m4.png
Scale bar: 20 um.
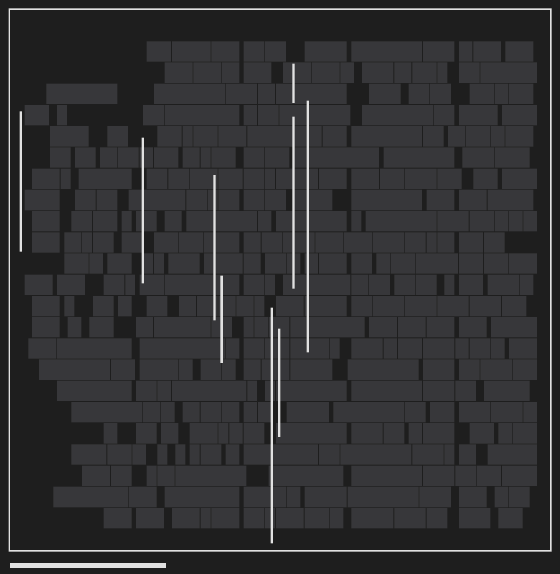
layers.png
Two of the layers only.
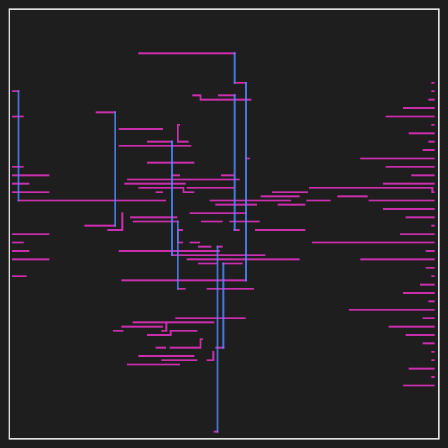
sizing.png
Scale bar: 20 um.
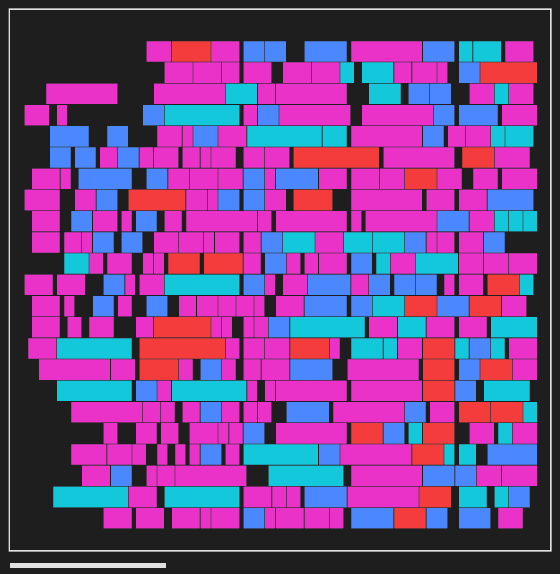
m2.png
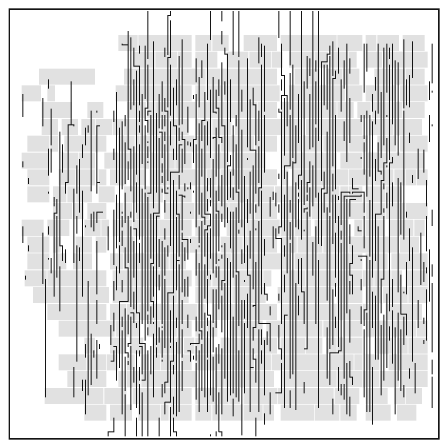
clock_nets.png
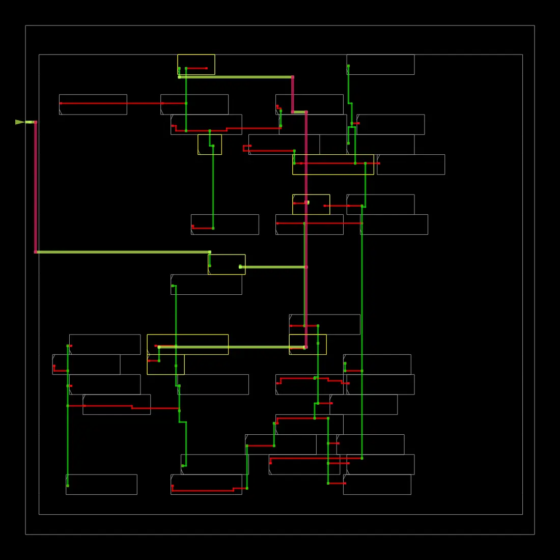
<file path="src/rtl/pc_gen_pkg.sv">
// Shared PC-generator types and constants.
// PCGEN_HALT_EN adds the HALT state to the state encoding.
package pc_pkg;

    localparam int unsigned PC_W = 16;

    localparam logic [PC_W-1:0] DEFAULT_RESET_VECTOR = '0;

    typedef enum logic [1:0] {
        ST_BOOT = 2'd0,
        ST_RUN  = 2'd1
`ifdef PCGEN_HALT_EN
        ,
        ST_HALT = 2'd2
`endif
    } pc_state_e;

endpackage

</file>
<file path="src/rtl/pc_gen_if.sv">
// Instruction-memory fetch channel between the PC generator and the imem.
interface pc_gen_if;
    import pc_pkg::*;

    logic            imem_req;
    logic [PC_W-1:0] imem_addr;
    logic            imem_ready;

    modport master (output imem_req, output imem_addr, input imem_ready);
    modport slave  (input imem_req, input imem_addr, output imem_ready);

endinterface

</file>
<file path="src/rtl/pc_gen.sv">
// Fetch PC generator: boot/run FSM, fetch/decode PC registers and redirect handling.
// Define PCGEN_HALT_EN to add the halt input and terminal HALT state.
module pc_gen
    import pc_pkg::*;
#(
    parameter logic [PC_W-1:0] RESET_VECTOR = DEFAULT_RESET_VECTOR,
    parameter logic [PC_W-1:0] PC_INC       = 16'd1
) (
    input  logic            clk,
    input  logic            rst_n,
    input  logic            stall,
    input  logic            redirect_valid,
    input  logic [PC_W-1:0] redirect_target,
`ifdef PCGEN_HALT_EN
    input  logic            halt,
`endif
    pc_gen_if.master        bus,
    output logic [PC_W-1:0] pc,
    output logic            pc_valid,
    output logic [PC_W-1:0] pc_link
);

    pc_state_e       state;
    logic [PC_W-1:0] fetch_pc;
    logic            accept;

    // Request is gated by the current-cycle stall/redirect so a redirect never races an accept.
    always_comb begin
        bus.imem_req  = (state == ST_RUN) && !stall && !redirect_valid;
        bus.imem_addr = fetch_pc;
        accept        = bus.imem_req && bus.imem_ready;
        pc_link       = pc + PC_INC;
    end

    always_ff @(posedge clk or negedge rst_n) begin
        if (!rst_n) begin
            state    <= ST_BOOT;
            fetch_pc <= RESET_VECTOR;
            pc       <= RESET_VECTOR;
            pc_valid <= 1'b0;
        end else begin
            case (state)
                ST_BOOT: begin
                    if (redirect_valid) begin
                        fetch_pc <= redirect_target;
                    end
                    state <= ST_RUN;
                end
                ST_RUN: begin
                    if (redirect_valid) begin
                        fetch_pc <= redirect_target;
                        pc_valid <= 1'b0;
                    end else if (accept) begin
                        pc       <= fetch_pc;
                        pc_valid <= 1'b1;
                        fetch_pc <= fetch_pc + PC_INC;
                    end else if (!stall) begin
                        pc_valid <= 1'b0;
                    end
`ifdef PCGEN_HALT_EN
                    if (halt) begin
                        state <= ST_HALT;
                    end
`endif
                end
`ifdef PCGEN_HALT_EN
                ST_HALT: begin
                    pc_valid <= 1'b0;
                end
`endif
                default: begin
                    state    <= ST_BOOT;
                    pc_valid <= 1'b0;
                end
            endcase
        end
    end

endmodule
</file>
<file path="src/flat_wrapper.sv">
// flat-port wrapper written by rule: the top's interface ports become plain ports
module pc_gen_flat import pc_pkg::*;
#(
    parameter logic [PC_W-1:0] RESET_VECTOR = DEFAULT_RESET_VECTOR,
    parameter logic [PC_W-1:0] PC_INC       = 16'd1
)
  (clk, rst_n, stall, redirect_valid, redirect_target, pc, pc_valid, pc_link, bus_imem_req, bus_imem_addr, bus_imem_ready);
  pc_gen_if bus_i ();
  input  logic clk;
  input  logic rst_n;
  input  logic stall;
  input  logic redirect_valid;
  input  logic [PC_W-1:0] redirect_target;
  output logic [PC_W-1:0] pc;
  output logic pc_valid;
  output logic [PC_W-1:0] pc_link;
  output wire logic [$bits(bus_i.imem_req)-1:0] bus_imem_req;
  output wire logic [$bits(bus_i.imem_addr)-1:0] bus_imem_addr;
  input wire logic [$bits(bus_i.imem_ready)-1:0] bus_imem_ready;
  assign bus_imem_req = bus_i.imem_req;
  assign bus_imem_addr = bus_i.imem_addr;
  assign bus_i.imem_ready = bus_imem_ready;
  pc_gen #(.RESET_VECTOR(RESET_VECTOR), .PC_INC(PC_INC)) u_core (.clk(clk), .rst_n(rst_n), .stall(stall), .redirect_valid(redirect_valid), .redirect_target(redirect_target), .bus(bus_i), .pc(pc), .pc_valid(pc_valid), .pc_link(pc_link));
endmodule
</file>
<file path="config.mk">
export PLATFORM = sky130hd
export DESIGN_NAME = pc_gen_flat
export DESIGN_NICKNAME = d
export VERILOG_FILES = /design/src/rtl/pc_gen_pkg.sv /design/src/rtl/pc_gen_if.sv /design/src/rtl/pc_gen.sv /design/src/flat_wrapper.sv
export SDC_FILE = /design/constraint.sdc
export NUM_CORES = 1
export LEC_CHECK = 0
export CORE_MARGIN = 1.5
export CORE_UTILIZATION = 45
export DETAILED_ROUTE_END_ITERATION = 12
export MAX_ROUTING_LAYER = met4
export PLACE_DENSITY = 0.79
export SLEW_MARGIN = 10
export SYNTH_ARGS = -nofsm -noshare
export SYNTH_HDL_FRONTEND = slang
export SYNTH_SLANG_ARGS = --single-unit
</file>
<file path="constraint.sdc">
create_clock -name clk -period 1.8 [get_ports clk]
set_input_delay 0.54 -clock clk [delete_from_list [all_inputs] [get_ports clk]]
set_output_delay 0.54 -clock clk [all_outputs]
set_load 0.005 [all_outputs]
</file>
==> flow_metrics.py <==
# Flow results
metrics = {
    "timing": {
        "setup_ws_ns": -0.432,
        "fin_crit_sh": 1.24,
        "setup_violations": 18,
        "fin_setup_tns_ns": -4.07,
        "finalMaxSlewViolations": 0,
        "fmax_mhz": 448,
        "hold_ws_ns": 0.579,
        "rsz0062_at_grt": "true",
        "final-hold-violation-count": 0,
        "fin_crit_ns": 2.23,
    },
    "yosys": {
        "yosysTopAreaCellShare": 0.431,
        "fp_nets": 219,
        "syn-cell-area_um2": 1970,
        "yosys-top-cells-area": "dfrtp_1 43%, mux2_4 6.1%, xnor2_1 5.3%, mux2_2 4.0%, nand2_1 3.4%",
        "simple_gate_area_frac": 0.202,
        "synth.logic.top_family": "simple AND/OR/NAND/NOR gates",
        "edf_count": 0,
        "netlist_instances": 196,
        "ys_seq_frac": 0.431,
        "yosys.area.top_type": "dfrtp_1",
        "yosys_area_um2": 1970,
        "async_flop_share": 1.00,
        "ys.flop_type": "dfrtp_1",
        "ys.flops": 34,
        "yosys.area_share.aoi": 0.143,
        "ys_cells": 196,
        "ys_types": 44,
        "common_cells": "34 x dfrtp_1, 18 x nand2_1, 12 x nor2_1, 12 x xnor2_1, 10 x a21oi_1",
        "synth-xor-area-share": 0.0710,
        "synthMuxAreaShare": 0.101,
        "yosys_warnings": 0,
        "synth_top_cell_by_count": "dfrtp_1",
        "adder_share": 0.0127,
        "synth.avg_cell_area_um2": 10.1,
    },
    "worst_setup_path": {
        "cp_max_fo": 4,
        "cp.required_ns": 1.26,
        "crit_slowest_cell": "dfrtp_1",
        "worstPathArrival_ns": 1.69,
        "end_kind": "output pin",
        "crit_chain": "and4_4 > buf_6 > and3_4 > nand4_1 > xnor2_1 > buf_2",
        "crit_family": "simple AND/OR/NAND/NOR gates",
        "critPathKind": "reg2out",
        "crit_buf_inv": 2,
        "worstSetupStartpointType": "flip-flop",
        "critPathMaxStageDelay_ns": 0.37,
    },
    "finish": {
        "seq_area_um2": 865,
        "utilization": 0.849,
        "flops": 34,
        "seq_share": 0.247,
        "areaGrowthSynthToFinish_pct": 77.1,
        "design_area_um2": 3500,
        "inverters": 5,
        "n_fill_cell": 200,
        "clk_share": 0.0394,
        "nNonClkBuffers": 141,
        "n_antenna_cell": 0,
        "nets": 359,
        "finalNonFillerCells": 387,
        "layout_top_cells": "52 x buf_4, 36 x clkdlybuf4s50_1, 23 x dfrtp_1, 17 x nand2_1, 17 x buf_6",
        "lay_top_count": "buf_4",
        "comb_share": 0.332,
        "largest_class": "buffers",
        "final-nonclk-buf-share": 0.358,
        "drive_above_1_share": 0.427,
        "logic_gates": 149,
        "comb_area_um2": 1160,
    },
    "global_routing": {
        "grt.met3_usage": 0.0596,
        "grt_max_degree": 35,
        "grt.overflow.total": 0,
        "top_usage_layer": "met2",
        "grt_pass1_wl_um": 10400,
        "grt_pass1_vias": 2043,
        "antenna_found_initial": 0,
        "use_met2": 0.476,
        "grt_usage": 0.279,
        "use_met1": 0.334,
    },
    "route": {
        "ant_nets": 0,
        "vias_per_cell": 5.93,
        "wl_per_cell_um": 20.2,
        "top_layer": "met4",
        "drcViolationCount": 0,
        "via_count": 2294,
        "drt_iter0_drc": 150,
        "wl_met1_um": 3000,
        "dr_wl_met2_um": 4030,
        "wirelength_um": 7810,
        "met3WireLength_um": 613,
        "firstDrtPassIters": 5,
    },
    "clock_tree": {
        "clk_path_buf_depth": 2,
        "post-cts-setup-buffers": 13,
        "cts_hold_buf": 0,
        "insertion_delay_ns": 0.30,
        "path_clk_slew_ns": 0.08,
        "cts_resized": 95,
        "cts_htree_levels": 2,
        "cts_tree": "yes",
        "clock-root-buffer": "clkbuf_8",
    },
    "die": {
        "nWellTaps": 50,
        "fp-utilization": 0.480,
        "core-area_um2": 4120,
        "io_pins": 71,
        "fp.dieW_um": 69.2,
        "dieArea_um2": 4790,
        "std_cell_rows": 23,
        "die_h_um": 69.2,
    },
    "power": {
        "p_per_area_nw_per_um2": 989,
        "total_power_uw": 3460,
        "p_leak_uw": 0.00160,
        "ir_worst_vdd_uv": 631,
    },
    "placement": {
        "place_area_um2": 3010,
        "hpwlAfterDp_um": 3860,
        "place_inst": 346,
        "portBuffers": 70,
        "gp_congestion": 0.804,
        "place_ws_ns": -0.442,
    },
    "hold_path": {
        "min_path_type": "reg2reg",
    },
    "job": {
        "openroad.warnings": 29,
        "maxCapViolCount": 0,
    },
    "status": {
        "violations": "negative setup slack",
        "status": "finished with violations",
    },
}
-- m4.png (at the start) --
The layer carries 167 um of wire. 8 nets have wire on it. The longest straight run is 32.0 um.

-- layers.png (at the start) --
Blue shows M4, wire length 167 um. Magenta shows M3, wire length 614 um.

-- sizing.png (at the start) --
Blue shows x3 and x4, cells 71, share 21%. Cyan shows x2, cells 46, share 14%. Magenta shows x1 and smaller, cells 193, share 57%. Red shows x6 and larger, cells 27, share 8.0%.

-- m2.png (at the start) --
The layer holds 52% of the routed length. The wires run mostly vertical. The layer carries 4030 um of wire. 335 nets have wire on it.

-- clock_nets.png (at the start) --
final clock skew: 0.0102 ns
clkbuf count: 5
clock sinks: 34
CTS Buf Count: 5

==> worst paths after layout <==
| check | start | endpoint | slack [ns] | cells after the start |
|---|---|---|---|---|
| setup / recovery | u_core.pc[2] | pc_link[10] | -0.43 | 6 |
| hold / removal | u_core.pc_valid | u_core.pc_valid | 0.58 | 2 |
| setup reg to reg | u_core.bus.imem_addr[1] | u_core.bus.imem_addr[6] | -0.01 | 6 |
| hold reg to reg | u_core.pc_valid | u_core.pc_valid | 0.58 | 2 |
| max in group asynchronous | rst_n | u_core.bus.imem_addr[2] | 0.98 | 2 |
| min in group asynchronous | rst_n | u_core.pc[14] | 0.61 | 2 |
==> power by group <==
group	switching (uW)	internal, uW
clock	317	555
combinational	638	897
sequential	136	915
total	1090	2370
Power figures rest on the tool's default switching activity, not on a simulated workload.
